Fig. 1: clock network drawn from the DEF
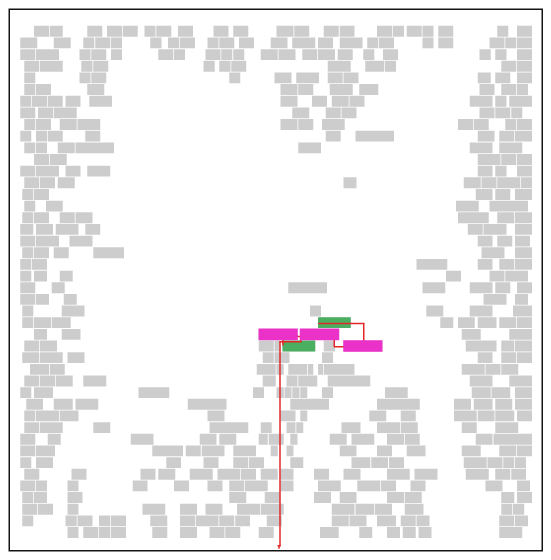
Fig. 2: placed cells, one color a class
Scale bar: 20 um.
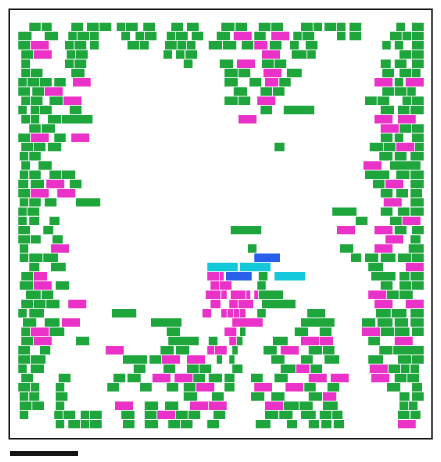
`src/rtl/mem_bus_arbiter_pkg.sv`:
```
// Shared encodings and bus width defaults for the two-master picorv32 memory bus arbiter.
package mem_bus_arbiter_pkg;

    typedef enum logic [1:0] {
        ARB_IDLE = 2'd0,
        ARB_OWN0 = 2'd1,
        ARB_OWN1 = 2'd2
    } arb_state_e;

    localparam int BUS_ADDR_W = 32;
    localparam int BUS_DATA_W = 32;

endpackage

```
`src/rtl/mem_bus_arbiter.sv`:
```
// Two-master arbiter for the picorv32 native bus: one owner per transaction, an idle cycle between owners.
// Build option ARB_ROUND_ROBIN_EN: ties alternate between masters; otherwise m0 has fixed priority.
module mem_bus_arbiter
    import mem_bus_arbiter_pkg::*;
#(
    parameter int ADDR_W = BUS_ADDR_W,
    parameter int DATA_W = BUS_DATA_W
) (
    input  logic                clk,
    input  logic                resetn,
    input  logic                m0_valid,
    input  logic                m0_instr,
    input  logic [ADDR_W-1:0]   m0_addr,
    input  logic [DATA_W-1:0]   m0_wdata,
    input  logic [DATA_W/8-1:0] m0_wstrb,
    output logic                m0_ready,
    output logic [DATA_W-1:0]   m0_rdata,
    input  logic                m1_valid,
    input  logic                m1_instr,
    input  logic [ADDR_W-1:0]   m1_addr,
    input  logic [DATA_W-1:0]   m1_wdata,
    input  logic [DATA_W/8-1:0] m1_wstrb,
    output logic                m1_ready,
    output logic [DATA_W-1:0]   m1_rdata,
    output logic                s_valid,
    output logic                s_instr,
    output logic [ADDR_W-1:0]   s_addr,
    output logic [DATA_W-1:0]   s_wdata,
    output logic [DATA_W/8-1:0] s_wstrb,
    input  logic                s_ready,
    input  logic [DATA_W-1:0]   s_rdata,
    output logic [1:0]          owner
);

    arb_state_e state_q, state_d;
    logic       last_grant_q;
    logic       tie_m1;
    logic       grant_m1;
    logic       own1;

    function automatic logic pick_m1(input logic v0, input logic v1, input logic tie);
        return v1 & (~v0 | tie);
    endfunction

`ifdef ARB_ROUND_ROBIN_EN
    assign tie_m1 = ~last_grant_q;
`else
    // Fixed priority: last_grant is still tracked but never steers a tie.
    assign tie_m1 = last_grant_q & 1'b0;
`endif

    assign grant_m1 = pick_m1(m0_valid, m1_valid, tie_m1);
    assign own1     = (state_q == ARB_OWN1);

    assign s_instr  = own1 ? m1_instr : m0_instr;
    assign s_addr   = own1 ? m1_addr  : m0_addr;
    assign s_wdata  = own1 ? m1_wdata : m0_wdata;
    assign s_wstrb  = own1 ? m1_wstrb : m0_wstrb;
    assign m0_rdata = s_rdata;
    assign m1_rdata = s_rdata;

    always_ff @(posedge clk) begin
        if (resetn) begin
            state_q      <= ARB_IDLE;
            last_grant_q <= 1'b1;
        end else begin
            state_q <= state_d;
            // Only completed transactions move last_grant; aborts leave it alone.
            if (state_q == ARB_OWN0 && m0_valid && s_ready)
                last_grant_q <= 1'b0;
            else if (state_q == ARB_OWN1 && m1_valid && s_ready)
                last_grant_q <= 1'b1;
        end
    end

    always_comb begin
        state_d  = state_q;
        s_valid  = 1'b0;
        m0_ready = 1'b0;
        m1_ready = 1'b0;
        owner    = 2'b00;
        unique case (state_q)
            ARB_IDLE: begin
                if (m0_valid || m1_valid)
                    state_d = grant_m1 ? ARB_OWN1 : ARB_OWN0;
            end
            ARB_OWN0: begin
                owner    = 2'b01;
                s_valid  = m0_valid;
                m0_ready = m0_valid & s_ready;
                if (!m0_valid || s_ready)
                    state_d = ARB_IDLE;
            end
            ARB_OWN1: begin
                owner    = 2'b10;
                s_valid  = m1_valid;
                m1_ready = m1_valid & s_ready;
                if (!m1_valid || s_ready)
                    state_d = ARB_IDLE;
            end
            default: state_d = ARB_IDLE;
        endcase
        // Reset silences the bus immediately, not just from the next edge.
        if (resetn) begin
            s_valid  = 1'b0;
            m0_ready = 1'b0;
            m1_ready = 1'b0;
            owner    = 2'b00;
        end
    end

endmodule

```
`config.mk`:
```
export PLATFORM = sky130hd
export DESIGN_NAME = mem_bus_arbiter
export DESIGN_NICKNAME = d
export VERILOG_FILES = /design/src/rtl/mem_bus_arbiter_pkg.sv /design/src/rtl/mem_bus_arbiter.sv
export SDC_FILE = /design/constraint.sdc
export NUM_CORES = 1
export LEC_CHECK = 0
export CORE_AREA = 2 2 122 124
export DETAILED_ROUTE_END_ITERATION = 6
export DIE_AREA = 0 0 124 126
export GPL_ROUTABILITY_DRIVEN = 0
export GPL_TIMING_DRIVEN = 0
export PLACE_DENSITY = 0.49
export SKIP_LAST_GASP = 1
export SLEW_MARGIN = 10
export SYNTH_ARGS = -nofsm -noshare
export SYNTH_HDL_FRONTEND = slang
export SYNTH_SLANG_ARGS = --single-unit
```
`constraint.sdc`:
```
create_clock -name clk -period 2.4 [get_ports clk]
set_clock_uncertainty 0.15 [all_clocks]
set_input_delay 0.72 -clock clk [delete_from_list [all_inputs] [get_ports clk]]
set_output_delay 0.72 -clock clk [all_outputs]
set_load 0.02 [all_outputs]
```
==> results.txt <==
impl run done, here's what came out: Detail Route Antenna Nets 0, status finished, violations left, CTS tree yes, Max clock buf depth 2, CTS buffer count 3, fp_density 0.109, Core Util, Final 0.373, Hold Path Class reg2reg, Peak Freq 412 MHz, Slew Limit Fails 0, Fill cells 1,426, Hold Path Sink state_q[1], Top cell excl fill/tap clkdlybuf4s50_1, failing checks setup timing, Yosys Chip Area 1560 um2, Flops after synth 2, vias in the first global route 2,332, largest register by flop count state_q, Rows 44, worst setup margin -0.0279 ns, total track usage 0.0918, FF+latch area 42.5 um2, yosys cell count 165, final hold slack 0.411 ns, unrepaired setup endpoints after global routing true, net count after synthesis 343, Die ar. 15,600 um2, core footprint 14,300 um2, Tcrit/Tclk final 1.01, Hold Startpoint state_q[1], H-Tree Depth 1, critical path required time 1.53 ns, Final Setup Violations 47, distinct lib cells 18, pin count of the biggest net entering global routing 11, kind of critical path in2out, IO Port Bufs 280, Design Power 1.52 mW, Top Ports 313, Area Overhead vs Synth 243%, minimum clock period 2.43 ns, Post-Route WL 9.30 mm, initial antenna violation count 1, layout cells sized above 1 0.517, global-route wire length before repair 11.3 mm, CP Max Fanout 1, R2R Path Start state_q[1], CP Launch Type input pin, wire per inst 14.4 um, Post-synth seq share 0.0257
About Fig. 1:
legend:
  flip-flops:
    color: green
    count: 2
  clock-net drivers:
    color: magenta
    count: 3
  clock wires:
    color: red
    length: 97.8 um
routed clock nets: 4

About Fig. 2:
legend:
  remaining buffers and delay cells:
    color: green
    cells: 366
    share_of_their_area: 74%
  remaining logic cells:
    color: magenta
    cells: 91
    share_of_their_area: 23%
  registers:
    color: blue
    cells: 2
    share_of_their_area: 0.83%
  clock-net drivers:
    color: cyan
    cells: 3
    share_of_their_area: 1.5%

-- worst max path at each step --
stage	startpoint	end	slack, ns	depth (start not counted)
after CTS	state_q[0]	s_addr[7]	-0.04	6
final	m1_addr[6]	s_addr[6]	-0.03	3
after global placement	m0_valid	s_valid	-0.74	4
after global routing	state_q[0]	s_wdata[30]	-0.07	6
after detailed placement	m0_valid	s_valid	-0.73	4
after floorplan	m0_valid	s_valid	0.21	2
-- critical path: stages --
cell             delay (ns)
clkdlybuf4s50_1        0.43
mux2_4                 0.28
buf_6                  0.13
-- what timing repair did --
action,CTS,global route
cloned,2,7
gates resized,408,169
pin swaps,1,0
setup endpoints to repair,74,70
buffers inserted,3,2
-- per-stage QoR --
stage | setup TNS [ns] | cells
6_report | -0.472 | 647
3_5_place_dp | -30.79 | 629
3_3_place_gp | -30.61 | 629
2_1_floorplan | 0 | 165
4_1_cts | -1.01 | 637
5_1_grt | -3.08 | 646
-- routing by layer --
layer / vias up / routed length [um] / global-route usage
li1: 1113 / - / -
met3: 10 / 1290 / 0.0281
met5: - / 0 / 0
met4: 0 / 142 / 0.0238
met2: 186 / 5050 / 0.197
met1: 1051 / 2820 / 0.0770
-- final cells by class --
class                           instances  share of cell area
Antenna cell                            1            0.000468
Inverter                                3             0.00211
Tap cell                              184              0.0431
Timing Repair Buffer                  294               0.592
Multi-Input combinational cell         88               0.222
Clock buffer                            3              0.0141
Buffer                                 72               0.119
Sequential cell                         2             0.00796
-- power by group --
group	total (mW)	internal [mW]	leakage, nW	switching [mW]
sequential	0.0406	0.0377	0.0172	0.00296
combinational	1.24	0.777	2.54	0.460
clock	0.245	0.212	0.0370	0.0332
-- synthesized netlist by cell type --
master	number
buf_6	8
dfxtp_1	2
a22oi_2	1
and3b_2	1
buf_4	64
and4b_1	2
nor3b_1	1
or4_1	1
a2bb2oi_1	1
o21ai_0	2
inv_1	3
a211oi_1	1
nand3_1	1
or4b_1	1
mux2_2	69
nor2b_1	2
a21oi_1	2
ha_1	3
-- cell families after synthesis --
group                      Yosys count  synth area share
AOI/OAI and AO/OA                    7            0.0313
adders and majority gates            3            0.0241
buffers and inverters               75             0.373
DFF                                  2            0.0257
muxes                               69             0.499
and+or+nand+nor                      9            0.0466
No activity file was given, so power comes from the tool's default toggle rates.
